==> config.mk <==
export PLATFORM = sky130hd
export DESIGN_NAME = uart_tx_arbiter
export DESIGN_NICKNAME = d
export VERILOG_FILES = /design/src/rtl/uart_tx_arbiter.sv
export SDC_FILE = /design/constraint.sdc
export NUM_CORES = 1
export LEC_CHECK = 0
export ABC_AREA = 1
export CORE_AREA = 3 3 74 76
export CTS_CLUSTER_DIAMETER = 120
export CTS_CLUSTER_SIZE = 10
export DETAILED_ROUTE_END_ITERATION = 8
export DIE_AREA = 0 0 77 79
export PLACE_DENSITY = 0.69
export SLEW_MARGIN = 25
export SYNTH_ARGS = -nofsm -noshare
export SYNTH_HDL_FRONTEND = slang
export SYNTH_SLANG_ARGS = --single-unit
==> constraint.sdc <==
create_clock -name i_clock -period 2 [get_ports i_clock]
set_input_delay 0.3 -clock i_clock [delete_from_list [all_inputs] [get_ports i_clock]]
set_output_delay 0.3 -clock i_clock [all_outputs]
set_load 0.05 [all_outputs]
==> src/rtl/uart_tx_arbiter.sv <==
// uart_tx_arbiter
// Round-robin arbiter that shares one uart_tx byte transmitter between
// N_REQ byte producers. A winning byte is captured at grant, the transmitter
// is strobed for one cycle, and the block follows the transmitter busy flag
// through the frame before arbitrating again. A strobe that never raises
// busy within BUSY_TIMEOUT cycles sets the sticky o_error flag.
//
// Optional feature macro: UART_ARB_LOCK_EN
//   When defined, a byte sent with i_last = 0 locks the grant to its
//   requester until that requester sends a byte with i_last = 1 (or reset /
//   timeout), so multi-byte messages are never interleaved.
module uart_tx_arbiter #(
    parameter int N_REQ        = 4,
    parameter int BUSY_TIMEOUT = 15
) (
    input  logic               i_clock,
    input  logic               i_reset_n,
    input  logic [N_REQ-1:0]   i_req,
    input  logic [8*N_REQ-1:0] i_data,
    input  logic [N_REQ-1:0]   i_last,
    output logic [N_REQ-1:0]   o_ack,
    output logic [N_REQ-1:0]   o_grant,
    output logic [7:0]         o_tx_data,
    output logic               o_tx_act,
    input  logic               i_tx_busy,
    output logic               o_idle,
    output logic               o_error
);

    localparam int PW = (N_REQ > 1) ? $clog2(N_REQ) : 1;
    localparam int CW = $clog2(BUSY_TIMEOUT + 1);

    localparam logic [PW-1:0]    PTR_RESET = PW'(N_REQ - 1);
    localparam logic [CW-1:0]    CNT_MAX   = CW'(BUSY_TIMEOUT);
    localparam logic [N_REQ-1:0] ONE       = N_REQ'(1);

    typedef enum logic [1:0] {
        IDLE,
        ISSUE,
        WAIT_BUSY,
        WAIT_DONE
    } state_t;

    state_t           state;
    logic [PW-1:0]    ptr;        // last requester served
    logic [PW-1:0]    owner;      // requester of the transfer in flight
    logic [CW-1:0]    cnt;        // cycles spent waiting for busy to rise
    logic [CW-1:0]    cnt_inc;
    logic [N_REQ-1:0] req_eff;    // requests allowed to compete this cycle
    logic             win_found;
    logic [PW-1:0]    win_idx;

`ifdef UART_ARB_LOCK_EN
    logic locked;   // grant is held by ptr until its message ends
    logic last_q;   // end-of-message marker captured with the byte
`else
    logic unused_last;
    assign unused_last = ^i_last;
`endif

    // Saturating increment of the busy-rise timeout counter.
    assign cnt_inc = (cnt == CNT_MAX) ? cnt : cnt + CW'(1);

    // Restrict the competing requests to the lock owner while a message is open.
    always_comb begin
        req_eff = i_req;
`ifdef UART_ARB_LOCK_EN
        if (locked) begin
            req_eff = i_req & (ONE << ptr);
        end
`endif
    end

    // Round-robin pick: first eligible request searching upward from ptr+1.
    always_comb begin
        int            cand;
        logic [PW-1:0] cand_idx;
        // NOTE: every combinational output gets a default first so no latch is inferred.
        win_found = 1'b0;
        win_idx   = '0;
        cand      = 0;
        cand_idx  = '0;
        // Walk farthest-first so the nearest candidate is the final assignment.
        for (int d = N_REQ; d >= 1; d--) begin
            cand = int'(ptr) + d;
            if (cand >= N_REQ) begin
                cand = cand - N_REQ;
            end
            cand_idx = cand[PW-1:0];
            if (req_eff[cand_idx]) begin
                win_found = 1'b1;
                win_idx   = cand_idx;
            end
        end
    end

    // Control FSM; every output is a register driven from here.
    always_ff @(posedge i_clock or negedge i_reset_n) begin
        // NOTE: reset clears every control register, so no X can leak to the transmitter.
        if (!i_reset_n) begin
            state     <= IDLE;
            ptr       <= PTR_RESET;
            owner     <= '0;
            cnt       <= '0;
            o_ack     <= '0;
            o_grant   <= '0;
            o_tx_data <= '0;
            o_tx_act  <= 1'b0;
            o_idle    <= 1'b1;
            o_error   <= 1'b0;
`ifdef UART_ARB_LOCK_EN
            locked    <= 1'b0;
            last_q    <= 1'b0;
`endif
        end else begin
            // NOTE: non-blocking assignments throughout; the strobes default low for one-cycle pulses.
            o_ack    <= '0;
            o_tx_act <= 1'b0;
            case (state)
                IDLE: begin
                    if (win_found && !i_tx_busy) begin
                        owner     <= win_idx;
                        o_grant   <= ONE << win_idx;
                        o_tx_data <= i_data[{win_idx, 3'b000} +: 8];
`ifdef UART_ARB_LOCK_EN
                        last_q    <= i_last[win_idx];
`endif
                        o_idle    <= 1'b0;
                        state     <= ISSUE;
                    end
                end
                ISSUE: begin
                    o_tx_act <= 1'b1;
                    o_ack    <= o_grant;
                    ptr      <= owner;
                    cnt      <= '0;
`ifdef UART_ARB_LOCK_EN
                    locked   <= !last_q;
`endif
                    state    <= WAIT_BUSY;
                end
                WAIT_BUSY: begin
                    if (i_tx_busy) begin
                        state <= WAIT_DONE;
                    end else if (cnt_inc == CNT_MAX) begin
                        cnt     <= cnt_inc;
                        o_error <= 1'b1;
                        o_grant <= '0;
                        o_idle  <= 1'b1;
`ifdef UART_ARB_LOCK_EN
                        locked  <= 1'b0;
`endif
                        state   <= IDLE;
                    end else begin
                        cnt <= cnt_inc;
                    end
                end
                WAIT_DONE: begin
                    if (!i_tx_busy) begin
                        o_grant <= '0;
                        o_idle  <= 1'b1;
                        state   <= IDLE;
                    end
                end
                default: begin
                    o_grant <= '0;
                    o_idle  <= 1'b1;
                    state   <= IDLE;
                end
            endcase
        end
    end

endmodule

==> ci_impl_report.md, run 1 <==
### Metrics collected by this job

| Metric | Value |
|---|---|
| Status | `finished clean` |
| Final instance area | `2950 um^2` |
| Final Critical Period | `1.94 ns` |
| Clock power share | `9.2%` |
| Met2 Use GR | `26.4%` |
| Gate Area | `1260 um^2` |
| Comb pwr share | `71.8%` |
| # diodes | `0` |
| Pwr top | `combinational cells` |
| Dpl hpwl | `3.30 mm` |
| WL met2 | `2.40 mm` |
| Sequential power share | `19.0%` |
| Vias in the first global route | `1839` |
| Final setup fails | `0` |
| WHS | `0.406 ns` |
| TritonCTS Buffers | `5` |
| Path category of the worst min-delay check | `primary input to async pin` |
| Drt drc | `0` |
| Syn avg cell area | `6.99 um^2` |
| Xor/xnor share | `0.454%` |
| Clock net power | `0.463 mW` |
| P per Cell Area | `1710 nW/um^2` |
| Cell count in the Yosys report | `276` |
run 1: synthesized netlist by cell type:
library cell	number	area share [%]
a21oi_1	4	1.0
nor3_2	4	2.1
nand2_1	130	25
clkbuf_1	2	0.39
o21ai_2	1	0.45
inv_2	5	0.97
xor2_1	1	0.45
a31oi_1	1	0.32
dfstp_2	3	4.1
inv_1	19	3.7
inv_8	1	0.58
nand4_1	2	0.65
dfrtp_1	26	34
nand2_4	2	1.2
nand2_2	15	4.9
buf_6	2	1.2
a21boi_0	1	0.39
nand2b_1	1	0.32
nand3_4	1	0.91
buf_2	2	0.52
or2_2	1	0.32
o21bai_1	1	0.39
o22ai_1	3	0.97
buf_4	1	0.39
buf_12	1	1.0
o21ai_1	2	0.52
nor2_1	6	1.2
ha_1	5	3.2
o21ai_0	7	1.8
nor2_4	1	0.58
nand3_1	25	6.5
run 1: worst max-delay path: stages, from the launching register on:
cell and delay [ns]:
dfstp_2 0.67, inv_8 0.09, nand2_4 0.07, nand3_2 0.08
nand2_2 0.09, inv_2 0.05, nand2_4 0.07, nand3_4 0.16
buf_8 0.20, nand3_2 0.07, nand2_2 0.05, nand2_2 0.05
nand2_1 0.06, nand2_1 0.07, nand2_1 0.05
run 1: stage by stage:
step           setup WS [ns]  power (mW)  cells  TNS [ns]
6_report              0.0597        5.04    413         0
5_1_grt               -0.104        5.48    413    -0.795
3_5_place_dp         -0.0451        3.93    399    -0.150
3_3_place_gp         -0.0164        3.90    399   -0.0221
4_1_cts               0.0793        4.40    407         0
2_1_floorplan          0.225        3.28    276         0
run 1: sequential cells by signal, indices dropped and copies added (netlist names):
name and cells:
owner 2, o_ack 4, cnt 4, o_grant 4, ptr 2, o_idle 1
o_error 1, o_tx_act 1, state 2, o_tx_data 8
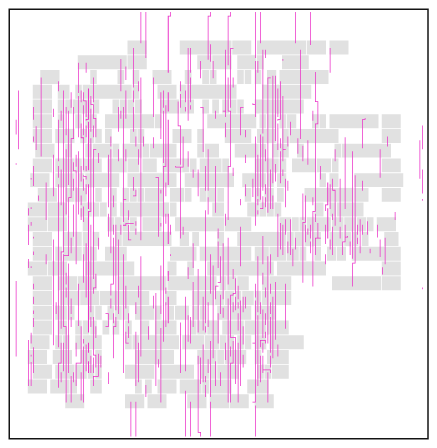
run_1/layer_met2.png
main direction: vertical
nets with wire on the layer: 304
share of all routed wire: 49%
longest straight run: 32.3 um
wire length on this layer: 2400 um

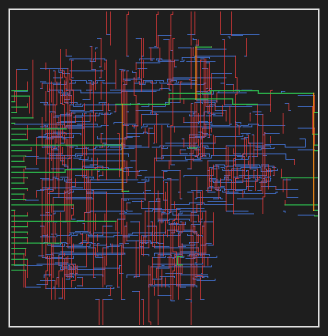
run_1/wires.png
legend:
  metal 1:
    colour: blue
    wire_length: 2070 um
  metal 3:
    colour: green
    wire_length: 325 um
  metal 2:
    colour: red
    wire_length: 2400 um
  metal 4:
    colour: orange
    wire_length: 63.9 um
Routed WL per cell: 11.8 um
GRT Total Usage: 15.4%
via count: 1945
final WL: 4.86 mm

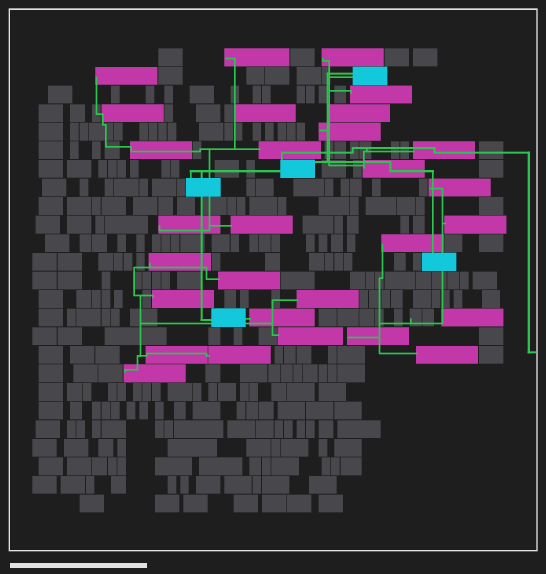
run_1/clk_routes.png
Scale bar: 20 um.
legend:
  clock drivers:
    colour: cyan
    count: 5
  clock wires:
    colour: green
    length: 422 um
  flip-flops:
    colour: magenta
    count: 29
routed clock nets: 6

==> run 2, diff against run 1 <==
--- a/config.mk
+++ b/config.mk
@@ -6,12 +6,12 @@
 export NUM_CORES = 1
 export LEC_CHECK = 0
 export ABC_AREA = 1
-export CORE_AREA = 3 3 74 76
+export CORE_AREA = 3 3 54 105
 export CTS_CLUSTER_DIAMETER = 120
 export CTS_CLUSTER_SIZE = 10
 export DETAILED_ROUTE_END_ITERATION = 8
-export DIE_AREA = 0 0 77 79
-export PLACE_DENSITY = 0.69
+export DIE_AREA = 0 0 57 108
+export PLACE_DENSITY = 0.68
 export SLEW_MARGIN = 25
 export SYNTH_ARGS = -nofsm -noshare
 export SYNTH_HDL_FRONTEND = slang
==> run 2 against run 1 <==
Effect of this change:
- worst hold slack barely moved
- largest power group unchanged
- count of clock-buffer cells in the layout rose by 1
- power fell by 3.3%
- critical path type unchanged
==> ci_impl_report.md, run 2 <==
### Metrics collected by this job

| Metric | Value |
|---|---|
| Total Negative Setup Slacks | `0 ns` |
| Share of layout cells above drive strength 1 | `19.9%` |
| FF/Latch Area | `729 um^2` |
| Final Power | `4.87 mW` |
| Top cells by area | `dfrtp_1, nand2_1, nand3_1` |
| Worst slew pin tran | `0.529 ns` |
| Drt drc | `0` |
| Crit Path Max Fanout | `8` |
| Initial antenna violation count | `0` |
| Clock skew | `0.00334 ns` |
| Dpl hpwl | `3.54 mm` |
| Top cells by count, synth | `nand2_1, dfrtp_1, nand3_1` |
| Async set-or-reset flop fraction in the synthesized netlist | `100%` |
| Most instantiated library cell after synthesis | `nand2_1` |
| Path category of the worst min-delay check | `primary input to async pin` |
| Gate Area | `1110 um^2` |
| Ys flops | `29` |
| Layout area overhead | `46.4%` |
| Drt first-iter violations | `62` |
| Data arrival, critical path | `2.10 ns` |
| Routed WL per cell | `11.7 um` |
| Final Critical Period | `1.93 ns` |
| # rows | `36` |
| Final WL | `4.74 mm` |
| Number of enable flip-flop cells | `0` |
| P per Cell Area | `1730 nW/um^2` |
| Total die area | `6160 um^2` |
| Syn avg cell area | `6.99 um^2` |
| Top reg by flops | `o_tx_data` |
| Final worst setup slack | `0.0715 ns` |
| Yosys top cell by area | `dfrtp_1` |
| TritonCTS Buffers | `5` |
| RSZ-0062 raised after global routing | `yes` |
| IO buf count | `57` |
| Post-Place Worst Slack | `-0.0491 ns` |
| Via count | `1913` |
| Cell count in the Yosys report | `276` |
| Vias in the first global route | `1835` |
| Max-cap viol count | `0` |
| # diodes | `0` |
| Status | `finished clean` |
| Final setup fails | `0` |
| Main synth FF type | `dfrtp_1` |
| Number of flip-flops in the largest register | `8` |
| Clk buf depth | `2` |
| NumNets Final | `394` |
| Area leader share | `33.7%` |
[run 2: kinds of logic after synthesis]
logic type               Yosys count  share of synthesized area, %
AND-OR/OR-AND                     20                          5.90
XOR/XNOR                           1                         0.454
AND/OR/NAND/NOR                  188                          43.8
flip-flops                        29                          37.8
adder cells (fa/ha/maj)            5                          3.24
buffers and inverters             33                          8.76
[run 2: critical path: stages (launching register included)]
cell	delay, ns
dfstp_2	0.66
inv_8	0.08
nand2_2	0.08
nand3_2	0.08
nand2_2	0.08
inv_2	0.04
nand2_4	0.07
nand3_4	0.17
clkbuf_16	0.22
nand3_1	0.07
nand2_1	0.05
nand2_1	0.05
nand2_1	0.06
nand2_1	0.05
nand2_1	0.05
[run 2: per-stage QoR]
stage	util [%]	hold WS (ns)	cell area (um^2)	cells
6_report	57.0	0.405	2820	404
2_1_floorplan	-	0.00441	1930	276
3_5_place_dp	52.4	0.464	2600	393
3_3_place_gp	52.4	0.463	2600	393
4_1_cts	54.4	0.419	2700	401
5_1_grt	57.0	0.442	2820	404
[run 2: final cells by class]
class,instances,share of cell area [%]
clock buffer,7,3.41
multi-input combinational,215,39.2
clock inverter,1,0.177
tap,57,2.53
inverter,25,3.59
sequential,29,25.8
timing repair buffer,70,25.3
[run 2: what timing repair did]
| action | 4_1_cts | 5_1_grt |
|---|---|---|
| setup endpoints to repair | 0 | 16 |
| setup buffers | 0 | 1 |
| resized | 0 | 24 |
[run 2: power by group]
group	switching [mW]	leakage [nW]	total (mW)	internal, mW
Clock	0.217	0.0542	0.527	0.310
Combinational	2.11	1.02	3.37	1.26
Sequential	0.160	0.373	0.971	0.812
[run 2: per-layer routing]
layer	track usage [%]	wire, um
met2	30.6	2780
met3	3.82	211
met1	15.8	1670
met4	5.97	77
met5	0	0
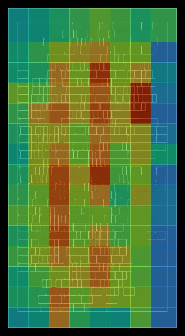
run_2/congestion.png
GRT Total Usage: 15.9%
GR peak layer: met2
met3 Track Usage GR: 3.82%

==> run 3, diff against run 2 <==
--- a/config.mk
+++ b/config.mk
@@ -11,7 +11,7 @@
 export CTS_CLUSTER_SIZE = 10
 export DETAILED_ROUTE_END_ITERATION = 8
 export DIE_AREA = 0 0 57 108
-export PLACE_DENSITY = 0.68
+export DONT_BUFFER_PORTS = 1
 export SLEW_MARGIN = 25
 export SYNTH_ARGS = -nofsm -noshare
 export SYNTH_HDL_FRONTEND = slang
==> run 3 against run 2 <==
Effect of this change:
- highest routed layer unchanged
- die area is the same
- clock skew grew 0.0036 ns
- worst setup slack lost 0.036 ns
- first-iteration DRC count shrank 35%
- routed wire length grew 4.0%
- critical path depth is the same
- global-route usage shrank 0.66 points
- flip-flop count is the same
- sequential share of layout area grew 3.7 points
==> ci_impl_report.md, run 3 <==
### Metrics collected by this job

| Metric | Value |
|---|---|
| Status | `finished clean` |
| Top logic family | `simple AND/OR/NAND/NOR gates` |
| Pwr top | `combinational cells` |
| Number of enable flip-flop cells | `0` |
| Ys flops | `29` |
| P per Cell Area | `2090 nW/um^2` |
| Post-CTS setup buffer count | `0` |
| Syn avg cell area | `6.99 um^2` |
| TritonCTS Buffers | `5` |
| Async set-or-reset flop fraction in the synthesized netlist | `100%` |
| Yosys top cell by area | `dfrtp_1` |
| Total die area | `6160 um^2` |
| Multiplexer share | `0%` |
| Sw power | `2.65 mW` |
| Switching Share | `51.4%` |
| Top cells by area | `dfrtp_1, nand2_1, nand3_1` |
| WHS | `0.248 ns` |
| Met3 Track Usage GR | `2.63%` |
| Adders+Majority by Area | `3.24%` |
| Via count | `1763` |
| Data arrival, critical path | `2.13 ns` |
| Cts repair resizes | `0` |
| Most instantiated library cell after synthesis | `nand2_1` |
run 3: cell counts after synthesis:
Identical to the previous run, type by type.
run 3: path summary, 6_finish.rpt:
check | end | cells after the start | slack, ns | startpoint
worst max register to register | o_tx_data[4] | 14 | 0.04 | ptr[0]
worst min-delay path | state[0] | 2 | 0.25 | i_tx_busy
max in group asynchronous | ptr[1] | 2 | 1.29 | i_reset_n
worst min register to register | owner[1] | 2 | 0.50 | owner[1]
worst max-delay path | o_tx_data[4] | 14 | 0.04 | ptr[0]
min in group asynchronous | cnt[3] | 2 | 0.47 | i_reset_n
run 3: kinds of logic after synthesis:
kind of cell	after synthesis
buf+inv	33
xor+xnor	1
flops	29
compound gates	20
simple gates	188
fa+ha+maj	5
run 3: critical path, stage by stage, from the launching register on:
cell	delay, ns
dfstp_2	0.67
nand2_1	0.10
o21ai_2	0.13
nand2_2	0.11
nand2_4	0.10
nand2_4	0.07
nand2_4	0.09
nand2_8	0.10
clkbuf_16	0.18
nand3_1	0.06
nand2_1	0.05
nand2_1	0.05
nand2_1	0.06
nand2_1	0.05
nand2_1	0.04
run 3: final cells by class:
class                   instances  area share (%)
clock buffers                   5            2.79
clock inverters                 3            2.63
inverters                      25            4.20
multi-input cells             216            49.7
flip-flops and latches         29            29.5
well taps                      57            2.89
repair buffers                 16            8.21
run 3: metrics by stage:
stage	instance area (um^2)	total power [mW]	cells	setup slack [ns]	util (%)
2_1_floorplan	1930	3.28	276	0.225	-
3_5_place_dp	1960	3.60	329	0.0575	39.6
3_3_place_gp	1960	3.56	329	0.0681	39.6
6_report	2470	5.16	351	0.0355	49.8
5_1_grt	2470	5.60	351	-0.0850	49.8
4_1_cts	2130	4.35	339	0.0383	42.9
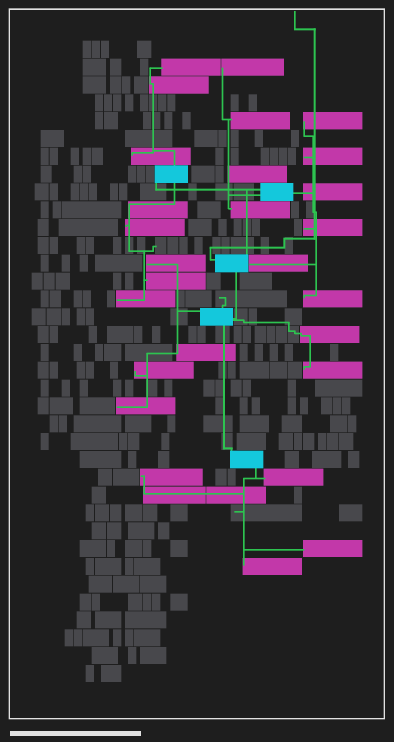
run_3/clk_routes.png
Scale bar: 20 um.
Clock net power: 0.718 mW
clock power share: 13.9%
clock skew: 0.00692 ns
Latency at later pin: 0.28 ns


==> notes/layouts.md <==
Pictures saved along the way, in no particular order.

M3 wires.
Scale bar: 20 um.
shot_01.png
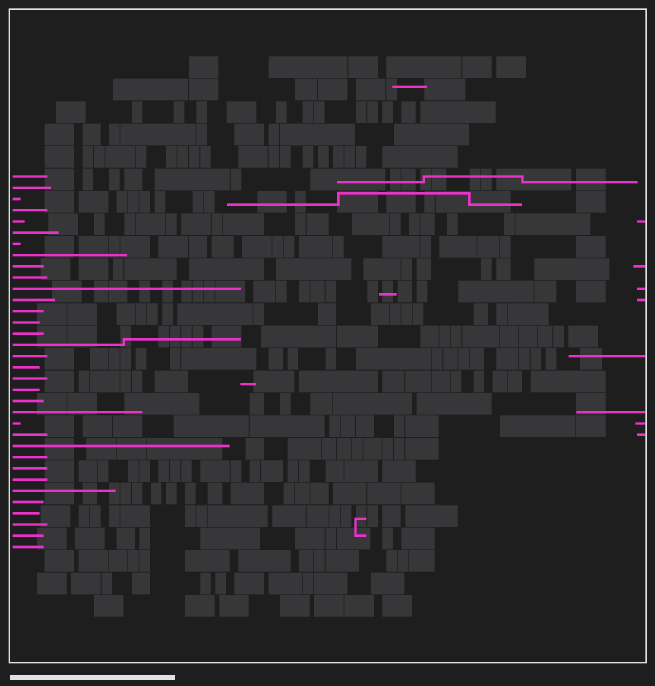
shot_02.png
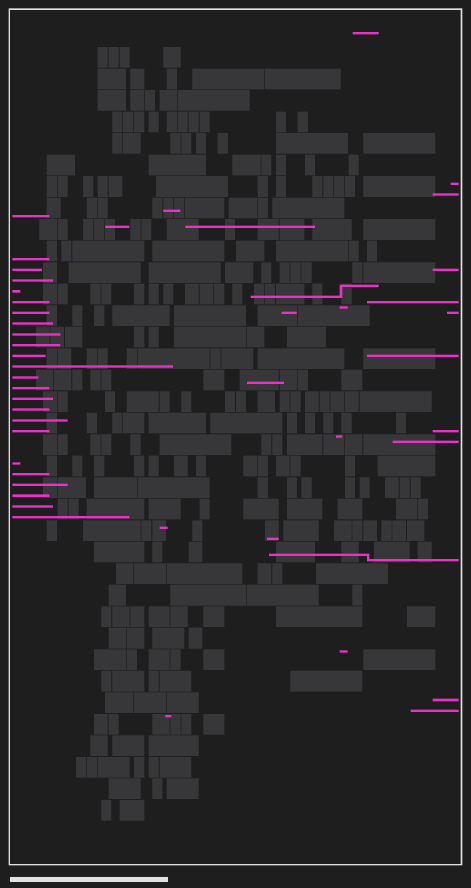
shot_03.png
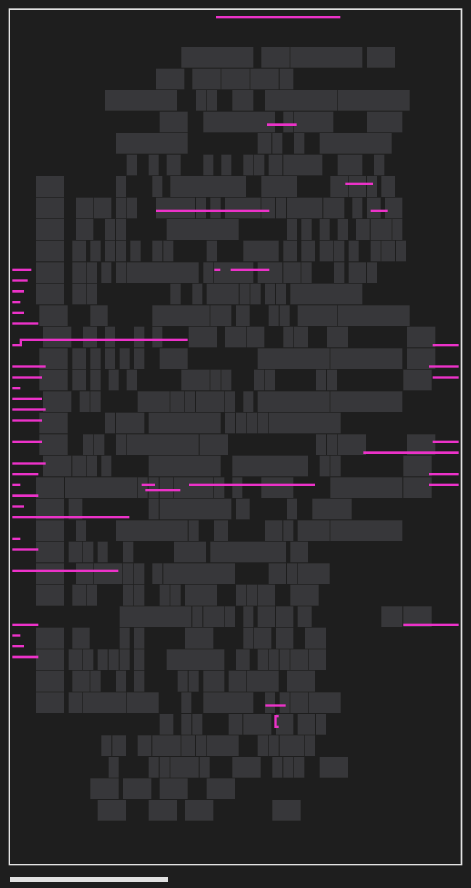
run 2 -> shot_03.png
run 1 -> shot_01.png
run 3 -> shot_02.png

Key to shot_02.png:
share of all routed wire: 5.2%
main direction: horizontal
longest straight run: 20.0 um

No activity file was given, so power comes from the tool's default toggle rates.
